`src/rtl/nrisc_mem_arbiter.sv`:
```
// Round-robin arbiter sharing one single-port memory between the nRisc fetch and data paths.
// Fixed-latency access with one-cycle ack pulses and a combinational stall to the core.
module nrisc_mem_arbiter #(
    parameter int ADDR_W      = 8,
    parameter int DATA_W      = 8,
    parameter int MEM_LATENCY = 2
) (
    input  logic              Clock,
    input  logic              reset,
    input  logic              if_req,
    input  logic [ADDR_W-1:0] if_addr,
    output logic [DATA_W-1:0] if_rdata,
    output logic              if_ack,
    input  logic              d_req,
    input  logic              d_we,
    input  logic [ADDR_W-1:0] d_addr,
    input  logic [DATA_W-1:0] d_wdata,
    output logic [DATA_W-1:0] d_rdata,
    output logic              d_ack,
    output logic [ADDR_W-1:0] mem_addr,
    output logic [DATA_W-1:0] mem_wdata,
    output logic              mem_we,
    output logic              mem_re,
    input  logic [DATA_W-1:0] mem_rdata,
    output logic              stall,
    output logic              busy
);

    localparam int CNT_W = (MEM_LATENCY > 1) ? $clog2(MEM_LATENCY) : 1;

    typedef enum logic [1:0] {
        IDLE,
        ACCESS,
        RESP
    } state_t;

    state_t           state;
    logic [CNT_W-1:0] cnt;
    logic             gnt_data;
    logic             last_data;
    logic             pick_data;

    // On contention the port that did not win last time gets the memory.
    assign pick_data = d_req & (~if_req | ~last_data);

    assign stall = (if_req & ~if_ack) | (d_req & ~d_ack);
    assign busy  = (state != IDLE);

    always_ff @(posedge Clock) begin
        if (!reset) begin
            state     <= IDLE;
            cnt       <= '0;
            gnt_data  <= 1'b0;
            last_data <= 1'b1;
            if_ack    <= 1'b0;
            d_ack     <= 1'b0;
            mem_addr  <= '0;
            mem_wdata <= '0;
            mem_we    <= 1'b0;
            mem_re    <= 1'b0;
            if_rdata  <= '0;
            d_rdata   <= '0;
        end else begin
            if_ack <= 1'b0;
            d_ack  <= 1'b0;
            case (state)
                IDLE: begin
                    if (if_req || d_req) begin
                        state     <= ACCESS;
                        gnt_data  <= pick_data;
                        cnt       <= CNT_W'(MEM_LATENCY - 1);
                        mem_addr  <= pick_data ? d_addr : if_addr;
                        mem_wdata <= (pick_data && d_we) ? d_wdata : '0;
                        mem_we    <= pick_data && d_we;
                        mem_re    <= !(pick_data && d_we);
                    end
                end
                ACCESS: begin
                    if (cnt == '0) begin
                        // Writes leave both read registers untouched.
                        if (mem_re) begin
                            if (gnt_data)
                                d_rdata <= mem_rdata;
                            else
                                if_rdata <= mem_rdata;
                        end
                        last_data <= gnt_data;
                        if_ack    <= !gnt_data;
                        d_ack     <= gnt_data;
                        mem_re    <= 1'b0;
                        mem_we    <= 1'b0;
                        mem_addr  <= '0;
                        mem_wdata <= '0;
                        state     <= RESP;
                    end else begin
                        cnt <= cnt - 1'b1;
                    end
                end
                RESP: begin
                    state <= IDLE;
                end
                default: begin
                    state <= IDLE;
                end
            endcase
        end
    end

endmodule
```
`config.mk`:
```
export PLATFORM = sky130hd
export DESIGN_NAME = nrisc_mem_arbiter
export DESIGN_NICKNAME = d
export VERILOG_FILES = /design/src/rtl/nrisc_mem_arbiter.sv
export SDC_FILE = /design/constraint.sdc
export NUM_CORES = 1
export LEC_CHECK = 0
export CAP_MARGIN = 20
export CORE_AREA = 2 2 65 67
export DETAILED_ROUTE_END_ITERATION = 10
export DIE_AREA = 0 0 67 69
export MAX_ROUTING_LAYER = met4
export PLACE_DENSITY = 0.82
export SKIP_LAST_GASP = 1
export SYNTH_ARGS = -nofsm -noshare
export SYNTH_HDL_FRONTEND = slang
export SYNTH_SLANG_ARGS = --single-unit
```
`constraint.sdc`:
```
create_clock -name Clock -period 3.8 [get_ports Clock]
set_clock_uncertainty 0.15 [all_clocks]
set_input_delay 1.14 -clock Clock [delete_from_list [all_inputs] [get_ports Clock]]
set_output_delay 1.14 -clock Clock [all_outputs]
set_load 0.02 [all_outputs]
```
==> results_slide.txt <==
Flow Results at a Glance

Yosys
  – EDFF count, synth: 0
  – Post-Synth Simple-Gate Area: 12.6%
  – Register share after synthesis: 49.1%
  – YS chip area: 0.00167 sq mm
  – Nets at Floorplan: 210
  – Library cells used by synthesis: 35
  – Ao+oa area frac: 30.6%
  – Yosys Instances: 173
  – Synth Warn #: 0
  – Post-Synth XOR/XNOR Area: 0%
  – Registers, synthesis: 41
  – Comb area leader: AND-OR/OR-AND gates

Hold path
  – Worst min-delay path category: reg2reg
  – Cell depth of the worst hold path: 1

Final layout
  – Area Overhead vs Synth: 48.5%
  – Fillers: 351
  – Final Net Count: 278
  – Final std cells w/o fill: 292
  – Dominant logic cell type in the layout: clkdlybuf4s50_1
  – Top Layout Cells: clkdlybuf4s50_1, dfxtp_1, o21ai_0, a21oi_1, nand3_1
  – Layout cells sized above 1: 7.44%

Worst setup path
  – CP Depth: 4
  – Worst R2R End: d_rdata[1]
  – CP endpoint kind: output pin
  – Worst r2r src: gnt_data
  – Critical-path maximum fanout: 2
  – Critical path origin: if_req
  – WP data arrival: 2.08 ns
  – Critical path's top delay family: buffers and inverters
  – R2r worst-path depth: 3
  – R2R Setup Slk: 1.78 ns

Clocking
  – Clock slew seen by the registers of the worst setup and hold paths: 0.08 ns
  – Root Buffer: clkbuf_8
  – Clock latency on the worst-skew pair: 0.28 ns
  – Post CTS Setup Buffer Count: 0
  – CTS tree: done

STA
  – Tightest Pin Transition: 0.645 ns
  – Count of final setup violators: 0
  – RSZ-0062 raised after global routing: no
  – Worst rel slew slack: 56.9%
  – Fin worst setup slack: 0.432 ns
  – Worst hold margin: 0.323 ns
  – Setup TNS: 0 ns
  – Tmin final: 3.37 ns

Placement
  – Place WS: 0.0481 ns
  – DP HPWL: 3000 um
  – Gp weighted congestion: 0.787

Routing
  – DRT iter0 DRCs: 54
  – WL met3: 177 um
  – WL met2: 2220 um
  – DRT met1 WL: 1880 um
  – Pre-Repair DR Iteration Count: 4
  – Drt wl/cell: 14.7 um
  – Max layer used: met4

Floorplanning
  – # IOs: 75
  – Total die area: 0.00462 sq mm
  – Chip height: 69 um
  – Initial Utilization: 42.7%
  – Die width: 67 um

Power
  – Biggest consumer: registers
  – Worst-case vdd ir drop: 231 uV
  – Leak Pwr: 0.880 nW
  – P per Cell Area: 379 mW/mm^2
  – Sequential power: 0.478 mW
  – Switching share of power: 27.9%
  – Total power draw: 0.942 mW

Run
  – OpenROAD warning count: 26

Run status
  – Status: completed

Global route
  – Pin count of the biggest net entering global routing: 22
  – GRT busiest layer: met2
-- Yosys cell counts, drive strengths merged (2+ instances only) --
master	n	area (sq um)
a21o	2	15.0
a21oi	20	100
a22o	8	70.1
a22oi	8	60.1
and2	2	12.5
buf	14	95.1
clkbuf	2	8.75
dfxtp	41	821
inv	6	22.5
nand2	2	7.51
nand3	17	85.1
o21ai	26	130
o2bb2ai	8	70.1
-- area by class of cell --
class	instances	area share [%]
clock buffer	6	2.92
multi-input combinational	109	29.1
tap	50	2.52
timing repair buffer	77	30.8
clock inverter	2	0.604
sequential	41	33.0
inverter	7	1.06
-- repair_timing --
| action | in CTS | in global routing |
|---|---|---|
| hold endpoints to repair | 0 | 0 |
| setup endpoints to repair | 0 | 1 |
| resized | 0 | 1 |
==> images/congestion_map.png <==
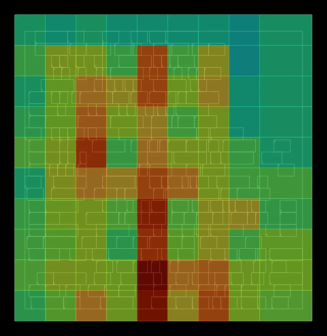
total track usage: 19.9%
met1 usage: 25.5%
GR Util met3: 3.43%
M2 GR Usage: 32.0%

==> images/port_trees.png <==
Bar = 20 um.
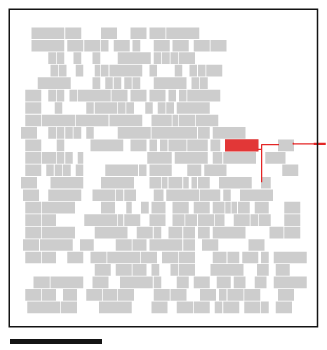
| port | colour | bits | direction | edge | end cells | buffers | wire |
|---|---|---|---|---|---|---|---|
| d_ack | red | 1 | output | east | 1 | 1 | 17.8 um |

==> images/layers.png <==
Bar = 20 um.
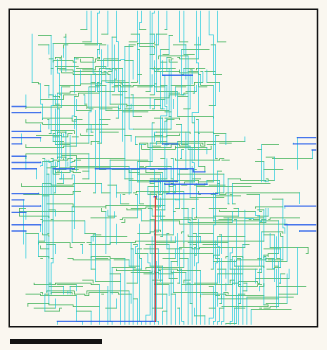
| layer | colour | wire length |
|---|---|---|
| M4 | red | 27.2 um |
| M1 | green | 1,880 um |
| M3 | blue | 178 um |
| M2 | cyan | 2,220 um |

==> images/closeup.png <==
Bar = 5 um. Region (24, 38) to (44, 58) um. Cells in grey, sequential cells in the stronger grey; small squares are vias.
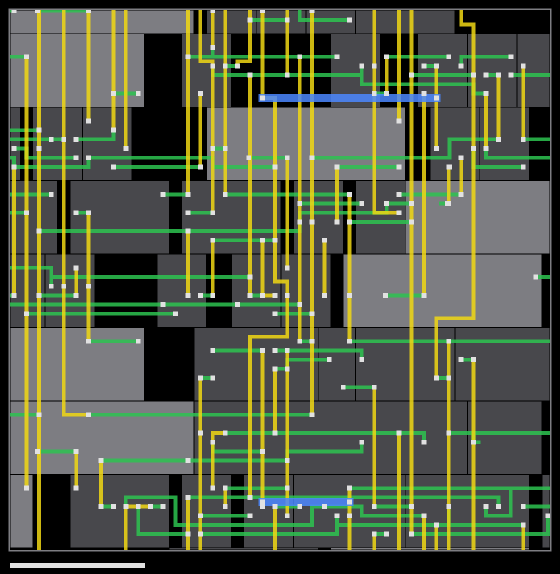
| layer | colour |
|---|---|
| M1 | green |
| M3 | blue |
| M2 | yellow |
most frequent: o21ai_0 (6), a21oi_1 (6), dfxtp_1 (6)
netlist names of flops here include: if_rdata (3), d_rdata (2)
cells with their middle in the window: 34
sequential cells in the window: 6

==> images/gates.png <==
Bar = 20 um.
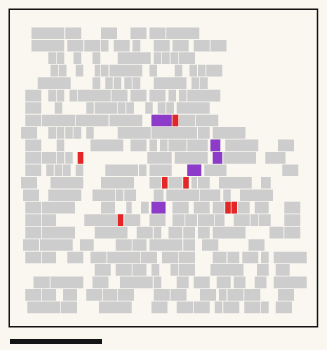
| family | colour | cells |
|---|---|---|
| inv cells | red | 7 |
| and/or cells | purple | 5 |

Power and IR drop assume default switching activity.
